clock_wires.png
Bar = 20 um.
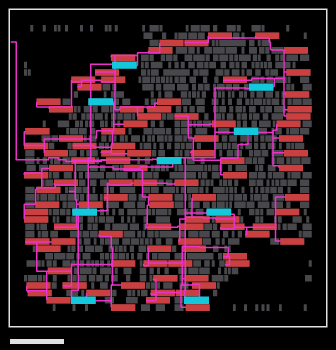
ff_map.png
Bar = 20 um. Other sequential cells in the stronger gray, the rest of the logic in the fainter gray.
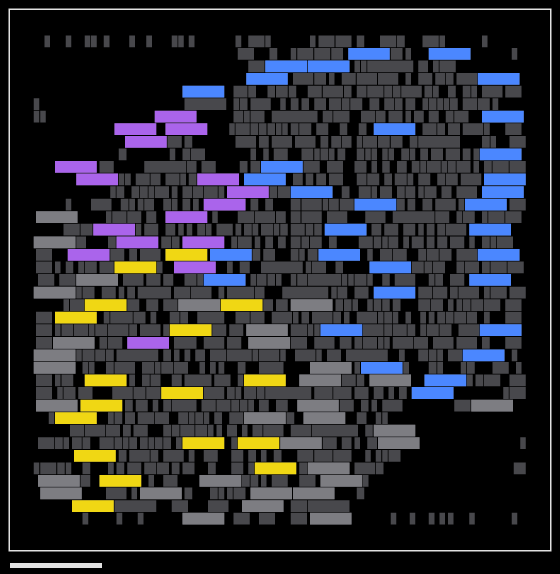
layers.png
Bar = 20 um. Two of the layers only.
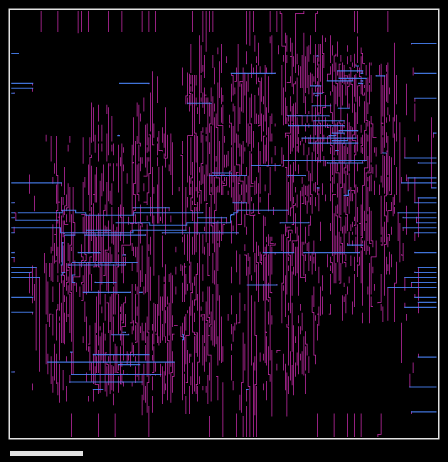
class_map.png
Fill, decap, tap and diode cells in gray.
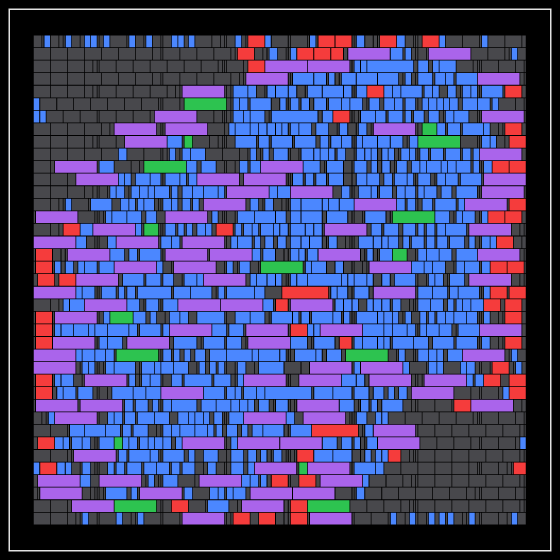
clock_nets.png
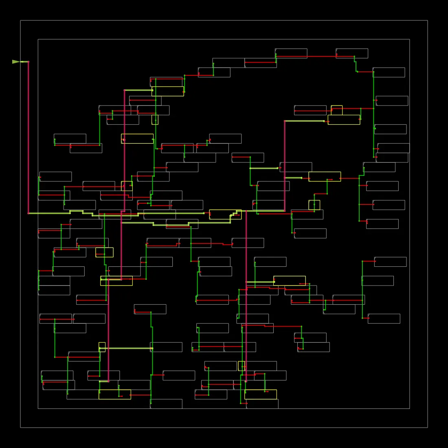
$ cat config.mk
export PLATFORM = sky130hd
export DESIGN_NAME = qei_decoder
export DESIGN_NICKNAME = d
export VERILOG_FILES = /design/src/rtl/qei_decoder.sv
export SDC_FILE = /design/constraint.sdc
export NUM_CORES = 1
export LEC_CHECK = 0
export CAP_MARGIN = 20
export CORE_MARGIN = 5
export CORE_UTILIZATION = 60
export CTS_CLUSTER_SIZE = 28
export DETAILED_ROUTE_END_ITERATION = 12
export PLACE_DENSITY = 0.94
export SYNTH_ARGS = -nofsm -noshare
export SYNTH_HDL_FRONTEND = slang
export SYNTH_SLANG_ARGS = --single-unit
$ cat constraint.sdc
create_clock -name clk -period 9.5 [get_ports clk]
set_input_delay 1.9 -clock clk [delete_from_list [all_inputs] [get_ports clk]]
set_output_delay 1.9 -clock clk [all_outputs]
set_load 0.02 [all_outputs]
$ cat src/rtl/qei_decoder.sv
// qei_decoder: quadrature encoder front end.
// Synchronizes and filters the A/B(/Z) pins, decodes quadrature steps into a
// wrapping position count, estimates velocity over a fixed window and
// captures the position on an index pulse.
// Optional build macro QEI_INDEX_EN: when defined, the Z pin path and index
// capture are built; otherwise enc_z/index_reset are ignored and the index
// outputs are tied to zero.
module qei_decoder #(
  parameter int unsigned CNT_W      = 32,
  parameter int unsigned FILT_LEN   = 4,
  parameter int unsigned VEL_W      = 16,
  parameter int unsigned VEL_PERIOD = 50000
) (
  input  logic                    clk,
  input  logic                    reset_n,
  input  logic                    enc_a,
  input  logic                    enc_b,
  input  logic                    enc_z,
  input  logic                    clr,
  input  logic                    err_clr,
  input  logic                    index_reset,
  output logic [CNT_W-1:0]        position,
  output logic                    dir,
  output logic                    err,
  output logic signed [VEL_W-1:0] velocity,
  output logic                    vel_valid,
  output logic [CNT_W-1:0]        index_pos,
  output logic                    index_valid
);

  localparam int unsigned FC_W      = (FILT_LEN > 1) ? $clog2(FILT_LEN) : 1;
  localparam int unsigned WIN_W     = (VEL_PERIOD > 1) ? $clog2(VEL_PERIOD) : 1;
  localparam int unsigned ACC_MIN_W = $clog2(VEL_PERIOD + 1) + 1;
  localparam int unsigned ACC_W     = (ACC_MIN_W > VEL_W + 1) ? ACC_MIN_W : VEL_W + 1;
`ifdef QEI_INDEX_EN
  localparam int unsigned NPIN      = 3;
`else
  localparam int unsigned NPIN      = 2;
`endif
  localparam logic signed [ACC_W-1:0] VEL_MAX = ACC_W'((64'd1 << (VEL_W - 1)) - 64'd1);
  localparam logic signed [ACC_W-1:0] VEL_MIN = -VEL_MAX;

  // Start-up sequencing: two edges to fill the synchronizer, one to prime the filter
  typedef enum logic [1:0] {
    ST_SYNC1,
    ST_SYNC2,
    ST_PRIME,
    ST_RUN
  } state_t;

  state_t state_q, state_d;

  // Pin order: bit 0 = A, bit 1 = B, bit 2 = Z (index build only)
  logic [NPIN-1:0] pins_raw;
  logic [NPIN-1:0] s1_q, s1_d, s2_q, s2_d;
  logic [NPIN-1:0] filt_q, filt_d, prev_q, prev_d;
  logic [FC_W-1:0] fcnt_q [NPIN];
  logic [FC_W-1:0] fcnt_d [NPIN];

  logic [CNT_W-1:0]        position_q, position_d, pos_step_c;
  logic                    dir_q, dir_d;
  logic                    err_q, err_d;
  logic [WIN_W-1:0]        win_q, win_d;
  logic signed [ACC_W-1:0] acc_q, acc_d, acc_sum_c, step_c;
  logic signed [VEL_W-1:0] velocity_q, velocity_d;
  logic                    vel_valid_q, vel_valid_d;

  logic       run_c, step_fwd_c, step_rev_c, illegal_c;
  logic [1:0] ab_prev_c, ab_cur_c;

`ifdef QEI_INDEX_EN
  logic [CNT_W-1:0] index_pos_q, index_pos_d;
  logic             index_valid_q, index_valid_d;
  logic             z_rise_c;
  assign pins_raw = {enc_z, enc_b, enc_a};
`else
  logic unused_pins;
  assign unused_pins = enc_z ^ index_reset;
  assign pins_raw    = {enc_b, enc_a};
`endif

  // Next {A,B} state one forward step along 00->10->11->01->00
  function automatic logic [1:0] fwd_next(input logic [1:0] ab);
    logic [1:0] nxt;
    unique case (ab)
      2'b00:   nxt = 2'b10;
      2'b10:   nxt = 2'b11;
      2'b11:   nxt = 2'b01;
      default: nxt = 2'b00;
    endcase
    return nxt;
  endfunction

  // Synchronizer, per-pin glitch filter and start-up sequencer
  always_comb begin
    state_d = state_q;
    s1_d    = pins_raw;
    s2_d    = s1_q;
    filt_d  = filt_q;
    prev_d  = filt_q;
    fcnt_d  = fcnt_q;
    unique case (state_q)
      ST_SYNC1: state_d = ST_SYNC2;
      ST_SYNC2: state_d = ST_PRIME;
      ST_PRIME: begin
        state_d = ST_RUN;
        filt_d  = s2_q;
        prev_d  = s2_q;
      end
      ST_RUN: begin
        for (int i = 0; i < int'(NPIN); i++) begin
          if (s2_q[i] != filt_q[i]) begin
            if (fcnt_q[i] == FC_W'(FILT_LEN - 1)) begin
              filt_d[i] = s2_q[i];
              fcnt_d[i] = '0;
            end else begin
              fcnt_d[i] = fcnt_q[i] + FC_W'(1);
            end
          end else begin
            fcnt_d[i] = '0;
          end
        end
      end
      default: state_d = ST_SYNC1;
    endcase
  end

  // Step decode from the previous and current filtered {A,B}
  always_comb begin
    run_c      = (state_q == ST_RUN);
    ab_prev_c  = {prev_q[0], prev_q[1]};
    ab_cur_c   = {filt_q[0], filt_q[1]};
    step_fwd_c = run_c && (ab_cur_c == fwd_next(ab_prev_c));
    step_rev_c = run_c && (ab_prev_c == fwd_next(ab_cur_c));
    illegal_c  = run_c && ((ab_cur_c ^ ab_prev_c) == 2'b11);
  end

  // Position, direction, error, velocity window and index capture
  always_comb begin
    position_d  = position_q;
    dir_d       = dir_q;
    err_d       = err_q;
    win_d       = win_q + WIN_W'(1);
    acc_d       = acc_q;
    velocity_d  = velocity_q;
    vel_valid_d = 1'b0;
    step_c      = '0;
    pos_step_c  = position_q;
`ifdef QEI_INDEX_EN
    index_pos_d   = index_pos_q;
    index_valid_d = 1'b0;
    z_rise_c      = run_c && filt_q[2] && !prev_q[2];
`endif

    if (step_fwd_c) begin
      step_c     = ACC_W'(1);
      pos_step_c = position_q + CNT_W'(1);
      dir_d      = 1'b1;
    end else if (step_rev_c) begin
      step_c     = '1;
      pos_step_c = position_q - CNT_W'(1);
      dir_d      = 1'b0;
    end
    position_d = pos_step_c;

`ifdef QEI_INDEX_EN
    // Capture includes this cycle's step; the zeroing only affects position
    if (z_rise_c) begin
      index_pos_d   = pos_step_c;
      index_valid_d = 1'b1;
      if (index_reset) position_d = '0;
    end
`endif

    if (clr) position_d = '0;

    if (illegal_c)    err_d = 1'b1;
    else if (err_clr) err_d = 1'b0;

    acc_sum_c = acc_q + step_c;
    if (win_q == WIN_W'(VEL_PERIOD - 1)) begin
      win_d       = '0;
      acc_d       = '0;
      vel_valid_d = 1'b1;
      if (acc_sum_c > VEL_MAX)      velocity_d = VEL_W'(VEL_MAX);
      else if (acc_sum_c < VEL_MIN) velocity_d = VEL_W'(VEL_MIN);
      else                          velocity_d = VEL_W'(acc_sum_c);
    end else begin
      acc_d = acc_sum_c;
    end
  end

  // State registers
  always_ff @(posedge clk or negedge reset_n) begin
    if (!reset_n) begin
      state_q     <= ST_SYNC1;
      s1_q        <= '0;
      s2_q        <= '0;
      filt_q      <= '0;
      prev_q      <= '0;
      for (int i = 0; i < int'(NPIN); i++) fcnt_q[i] <= '0;
      position_q  <= '0;
      dir_q       <= 1'b0;
      err_q       <= 1'b0;
      win_q       <= '0;
      acc_q       <= '0;
      velocity_q  <= '0;
      vel_valid_q <= 1'b0;
    end else begin
      state_q     <= state_d;
      s1_q        <= s1_d;
      s2_q        <= s2_d;
      filt_q      <= filt_d;
      prev_q      <= prev_d;
      for (int i = 0; i < int'(NPIN); i++) fcnt_q[i] <= fcnt_d[i];
      position_q  <= position_d;
      dir_q       <= dir_d;
      err_q       <= err_d;
      win_q       <= win_d;
      acc_q       <= acc_d;
      velocity_q  <= velocity_d;
      vel_valid_q <= vel_valid_d;
    end
  end

`ifdef QEI_INDEX_EN
  // Index capture registers
  always_ff @(posedge clk or negedge reset_n) begin
    if (!reset_n) begin
      index_pos_q   <= '0;
      index_valid_q <= 1'b0;
    end else begin
      index_pos_q   <= index_pos_d;
      index_valid_q <= index_valid_d;
    end
  end

  assign index_pos   = index_pos_q;
  assign index_valid = index_valid_q;
`else
  assign index_pos   = '0;
  assign index_valid = 1'b0;
`endif

  assign position  = position_q;
  assign dir       = dir_q;
  assign err       = err_q;
  assign velocity  = velocity_q;
  assign vel_valid = vel_valid_q;

endmodule

==> metrics.yaml <==
status: "completed"
end_kind: "flip-flop"
cts_tree: "built"
min_to: "s2_q[0]"
cts.repair.resized: 0
buffer_area_share_pct: 8.33
ys_cells: 775
crit_slowest_cell: "xnor2_2"
dpl-instance-area_um2: 7390
seq_share_pct: 31.8
synthAoiAreaFrac_pct: 20.6
comb_area_um2: 4060
n_antenna_cell: 0
finalClockPeriodUsage_pct: 52.6
fp_util_pct: 60.6
synthCells: 775
ys.flops: 98
synth_area_per_cell_um2: 8.85
xor_share_pct: 6.35
port_buffers: 56
postCtsSetupBuffers: 0
synth_area_leader_cell: "dfrtp_1"
seq_cell_count: 98
grt_overflow: 0
cp_cell_sequence: "ha_1, nand2_1, inv_1, nor2_2, inv_1, buf_16, ha_1, fa_1, a211oi_2, o21ai_1, a21oi_2, o41ai_2, a21oi_2, xnor2_2, o21ai_2, o21ai_1"
reg2reg_to: "velocity[13]"
cp_max_fo: 22
grt_max_degree: 81
cts-root-buf: "clkbuf_16"
path_depth: 16
most-common-layout-cells: "98 x dfrtp_1, 85 x nand2_1, 62 x a21oi_1, 61 x nor2_1, 55 x clkdlybuf4s50_1"
wl_met1_um: 6720
hp-class: "reg -> reg"
min_path_cells: 0
slowest_delay_ns: 0.66
yosysTopAreaCellShare_pct: 35.7
nets: 883
yosys_area_um2: 6860
hold_viol_final: 0
cts_htree_levels: 3
wl_met2_um: 7700
syn_to_final_growth_pct: 12.5
postSynth.asyncResetShare_pct: 100
hp-start: "s1_q[0]"
wl_met3_um: 911
vias: 5761
final_antenna_net_count: 0
grt.busiest_layer: "met2"
tightest_slew_ns: 0.851
regArea_um2: 2450
warning_count: 31
clock_cell_area_share_pct: 3.63
netlist_area_um2: 6860
logic_family: "AND-OR/OR-AND gates"
nFillCells: 922
synthMuxAreaShare_pct: 1.82
cts.clk_slew.worst_paths_ns: 0.07
inverters: 28
fa_ha_area_share_pct: 10.2
comb_area_share_pct: 52.6
r2r-start: "state_q[0]"
track_usage_pct: 23.5
crit_arrival_ns: 5.28
hpwl_um: 10800
via_per_inst: 5.95
drv_slew: 0
drt-pass1-iter-count: 5
slew_headroom_pct: 42.9
-- clock_wires.png (at the start) --
red -> flip-flops  # count 98
cyan -> clock-net drivers  # count 9
magenta -> clock wires  # length 1310 um
routed clock nets = 10
flops lie = all over the die

-- ff_map.png (at the start) --
yellow -> `acc_q`  # flops 17
purple -> `win_q`  # flops 16
blue -> `position`  # flops 32

-- layers.png (at the start) --
magenta -> M2  # wire length 7700 um
blue -> M3  # wire length 912 um

-- class_map.png (at the start) --
green -> clock drivers and dummy loads  # cells 16, share of their area 3.7%
purple -> registers  # cells 98, share of their area 33%
blue -> remaining logic cells  # cells 649, share of their area 55%
red -> remaining buffers and delay cells  # cells 62, share of their area 8.5%
# rows: 39
Util after Layout: 68.2%
Core Area: 11300 um^2
Finished Cell Area: 7720 um^2

-- clock_nets.png (at the start) --
Clk Latency, worst-skew pair: 0.36 ns
total CTS buffers: 9
clock buffers: 10
Final Skew: 0.00748 ns

==> stage by stage <==
step | util (%) | hold WS [ns] | setup WS (ns) | instances
2_1_floorplan | - | 0.331 | 5.19 | 807
3_3_place_gp | 65.2 | 0.336 | 4.44 | 950
3_5_place_dp | 65.2 | 0.338 | 4.25 | 950
4_1_cts | 67.7 | 0.353 | 4.24 | 966
5_1_grt | 68.2 | 0.364 | 4.09 | 968
6_report | 68.2 | 0.351 | 4.50 | 968
==> sequential cells by signal, summed over array words and instances (netlist names) <==
signal / cells
win_q: 16
state_q: 2
dir: 1
prev_q: 2
s2_q: 2
acc_q: 17
position: 32
s1_q: 2
err: 1
velocity: 16
vel_valid: 1
filt_q: 2
fcnt_q: 4
